File: config.mk
export PLATFORM = sky130hd
export DESIGN_NAME = inv_mix_columns
export DESIGN_NICKNAME = d
export VERILOG_FILES = /design/src/rtl/inv_mix_columns.sv
export SDC_FILE = /design/constraint.sdc
export NUM_CORES = 1
export LEC_CHECK = 0
export ABC_AREA = 1
export CAP_MARGIN = 20
export CORE_AREA = 2 2 142 172
export CTS_CLUSTER_DIAMETER = 120
export DETAILED_ROUTE_END_ITERATION = 12
export DIE_AREA = 0 0 144 174
export PLACE_DENSITY = 0.77
export SLEW_MARGIN = 20
export SYNTH_ARGS = -nofsm -noshare
export SYNTH_HDL_FRONTEND = slang
export SYNTH_SLANG_ARGS = --single-unit
File: constraint.sdc
create_clock -name clk -period 2.4 [get_ports clk]
set_input_delay 0.48 -clock clk [delete_from_list [all_inputs] [get_ports clk]]
set_output_delay 0.48 -clock clk [all_outputs]
set_load 0.005 [all_outputs]
File: src/rtl/inv_mix_columns.sv
// rtl/inv_mix_columns.sv - AES InvMixColumns, one column per cycle over four RUN cycles.
module inv_mix_columns (
  input  logic         clk,
  input  logic         n_rst,
  input  logic         i_start,
  input  logic [127:0] i_data,
  output logic         o_busy,
  output logic         o_done,
  output logic [127:0] o_data
);

  typedef enum logic [1:0] {IDLE, RUN, DONE} state_t;

  state_t       state_q, state_d;
  logic [1:0]   col_q, col_d;
  logic [127:0] data_q, data_d;
  logic [31:0]  col_word;
  logic [31:0]  col_new;

  function automatic logic [7:0] xtime(input logic [7:0] b);
    return {b[6:0], 1'b0} ^ (b[7] ? 8'h1b : 8'h00);
  endfunction

  // Coefficients are at most 4 bits, so three doublings cover every partial product.
  function automatic logic [7:0] gmul(input logic [7:0] a, input logic [3:0] c);
    logic [7:0] x1, x2, x3;
    x1 = xtime(a);
    x2 = xtime(x1);
    x3 = xtime(x2);
    return ({8{c[0]}} & a) ^ ({8{c[1]}} & x1) ^ ({8{c[2]}} & x2) ^ ({8{c[3]}} & x3);
  endfunction

  function automatic logic [31:0] inv_col(input logic [31:0] w);
    logic [7:0] a0, a1, a2, a3;
    a0 = w[31:24];
    a1 = w[23:16];
    a2 = w[15:8];
    a3 = w[7:0];
    return {gmul(a0, 4'hE) ^ gmul(a1, 4'hB) ^ gmul(a2, 4'hD) ^ gmul(a3, 4'h9),
            gmul(a0, 4'h9) ^ gmul(a1, 4'hE) ^ gmul(a2, 4'hB) ^ gmul(a3, 4'hD),
            gmul(a0, 4'hD) ^ gmul(a1, 4'h9) ^ gmul(a2, 4'hE) ^ gmul(a3, 4'hB),
            gmul(a0, 4'hB) ^ gmul(a1, 4'hD) ^ gmul(a2, 4'h9) ^ gmul(a3, 4'hE)};
  endfunction

  always_comb begin
    col_word = 32'h0;
    case (col_q)
      2'd0:    col_word = data_q[127:96];
      2'd1:    col_word = data_q[95:64];
      2'd2:    col_word = data_q[63:32];
      default: col_word = data_q[31:0];
    endcase
  end

  assign col_new = inv_col(col_word);

  always_comb begin
    state_d = state_q;
    col_d   = col_q;
    data_d  = data_q;
    case (state_q)
      IDLE: begin
        if (i_start) begin
          data_d  = i_data;
          col_d   = 2'd0;
          state_d = RUN;
        end
      end
      RUN: begin
        case (col_q)
          2'd0:    data_d[127:96] = col_new;
          2'd1:    data_d[95:64]  = col_new;
          2'd2:    data_d[63:32]  = col_new;
          default: data_d[31:0]   = col_new;
        endcase
        // Counter wraps 3->0 on the last column, leaving it ready for the next load.
        col_d = col_q + 2'd1;
        if (col_q == 2'd3) state_d = DONE;
      end
      DONE: begin
        if (i_start) begin
          data_d  = i_data;
          col_d   = 2'd0;
          state_d = RUN;
        end else begin
          state_d = IDLE;
        end
      end
      default: state_d = IDLE;
    endcase
  end

  always_ff @(posedge clk or negedge n_rst) begin
    if (!n_rst) begin
      state_q <= IDLE;
      col_q   <= 2'd0;
      data_q  <= 128'h0;
    end else begin
      state_q <= state_d;
      col_q   <= col_d;
      data_q  <= data_d;
    end
  end

  assign o_busy = (state_q == RUN);
  assign o_done = (state_q == DONE);
  assign o_data = data_q;

endmodule

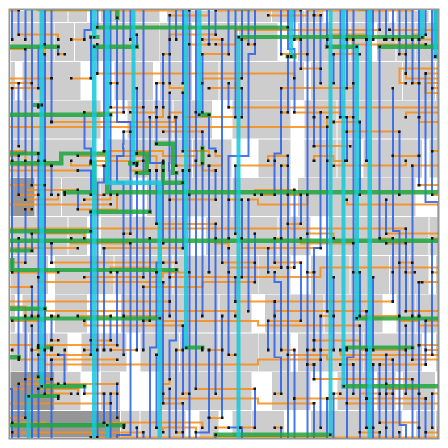
(images/zoom.png)
Window x 93 to 123, y 28 to 58 um. Cells in gray, sequential cells in the stronger gray; small squares are vias.
layer	color
met4	cyan
met3	green
met2	blue
met1	orange
most frequent	nand2_2 (20), buf_4 (16), buf_6 (10)
sequential cells in the window	1
cells with their middle in the window	94
netlist names of flops here include	`o_data` (1)

==> summary.txt <==
impl run done, here's what came out: # clk buffers=18, synthesized cell area=0.0106 mm2, most numerous logic cells after layout=nand2_1, clkdlybuf4s50_1, buf_4, top cells by count=nand2_1, a21oi_1, nor2_1, dfrtp_1, inv_1, layout cells sized above 1=46.6%, cells on worst reg2reg path=19, Setup CP Type=reg -> reg, hpwl dp=38.1 mm, Max Freq=0.277 GHz, register share after synthesis=31.2%, postcts setup bufs=15, I/O pin count=261, max FFs per register=128, vias=16500, first-pass GRT wire length=77.0 mm, Slew Limit Fails=0, DRC viols=0, remaining antenna violation count=0, Die H=174 um, Comb area=0.00961 mm2, final setup violation count=130, nets@finish=2336, adder share=0.592%, WL per Instance=27.9 um, worst-margin pin slew=0.880 ns, Top logic family=simple AND/OR/NAND/NOR gates, Congestion Overflow GR=0, post-layout util=86.7%, combinational share of cell area=47.2%, startpoint types=register, Commonest Layout Cell=nand2_1, Port Buffers=260, drt pass-1 iters=9, Max clock buf depth=2, worst hold path class=in -> async, # rows=62, violated checks=negative setup slack, Signal inverters=108, initial antenna violation count=4, dpl ws=-0.849 ns, Detailed Route WL=70.7 mm, number of gates resized after CTS=195, Worst EP arrival=3.98 ns, XOR Share, Synth=10.9%, Critical Path Sink Type=register, CTS sink count=132, r2r setup slk=-1.21 ns, Mean Syn Cell Area=6.54 um2, Final Non-Filler Cells=2534, YS warnings=0, AND/OR/NAND/NOR Cells, Area Fraction=33.9%, Multiplexer share=0%, setup ws final=-1.21 ns, H-tree depth=4, n_diodes=1, Final GP Congestion=1.04, sequential cell count=132, # Cells Yosys=1616, top cells, area=dfrtp_1, nand2_1, a21oi_1, Fin Setup TNS=-100.59 ns, Critical Path Sink=o_data[61], worst path required time=2.77 ns, Floorplan Nets=1752, Yosys Chip Area=0.0106 mm2, root buffer cell=clkbuf_16, Die Area=0.0251 mm2, Design Area, Final=0.0204 mm2, Syn-to-layout area delta=92.8%, CTS tree=built, area share, top type=31.2%, dpl cells=2427, RSZ-0062 raised after global routing=yes, Hold Buf Count CTS=1, RR Endpoint=o_data[61], Commonest flop=dfrtp_1, ys flops=132, CTS Buf Count=17, tool warnings=33, status=complete, but fails checks, Seq area share=16.2%, largest class=logic gates, vias in the first global route=13600
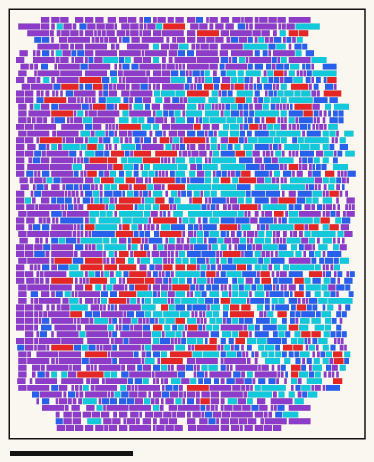
(images/drive_strength.png)
Scale bar: 50 um.
size	color	cells	share	most used
drive 1 or less	purple	1181	53%	nand2_1
drive 2	blue	461	21%	nand2_2
drive 6 and up	red	133	6.0%	buf_6
drive 3 to 4	cyan	438	20%	buf_4

-- worst max-delay path: stages, from the launching register on --
cell      delay [ns]
dfrtp_2         0.49
inv_4           0.11
ha_4            0.19
buf_6           0.15
buf_4           0.11
nand2_1         0.22
nand2_1         0.39
nor2_1          0.11
nor2_2          0.22
inv_2           0.13
nand2_1         0.10
nand2_2         0.13
nand2_4         0.13
nand2_4         0.06
buf_6           0.12
xnor2_2         0.15
buf_4           0.16
nand3b_1        0.16
nand3_4         0.17
a21oi_2         0.22
-- routing by layer --
layer / vias to the layer above / wire length [um] / share of wire, % / global-route usage (%)
met1: 7590 / 21200 / 30 / 50.8
met2: 1824 / 29400 / 42 / 65.7
met3: 780 / 11200 / 16 / 7.47
met4: 6 / 8790 / 12 / 23.7
li1: 6324 / - / - / -
met5: - / 144 / 0.20 / 0
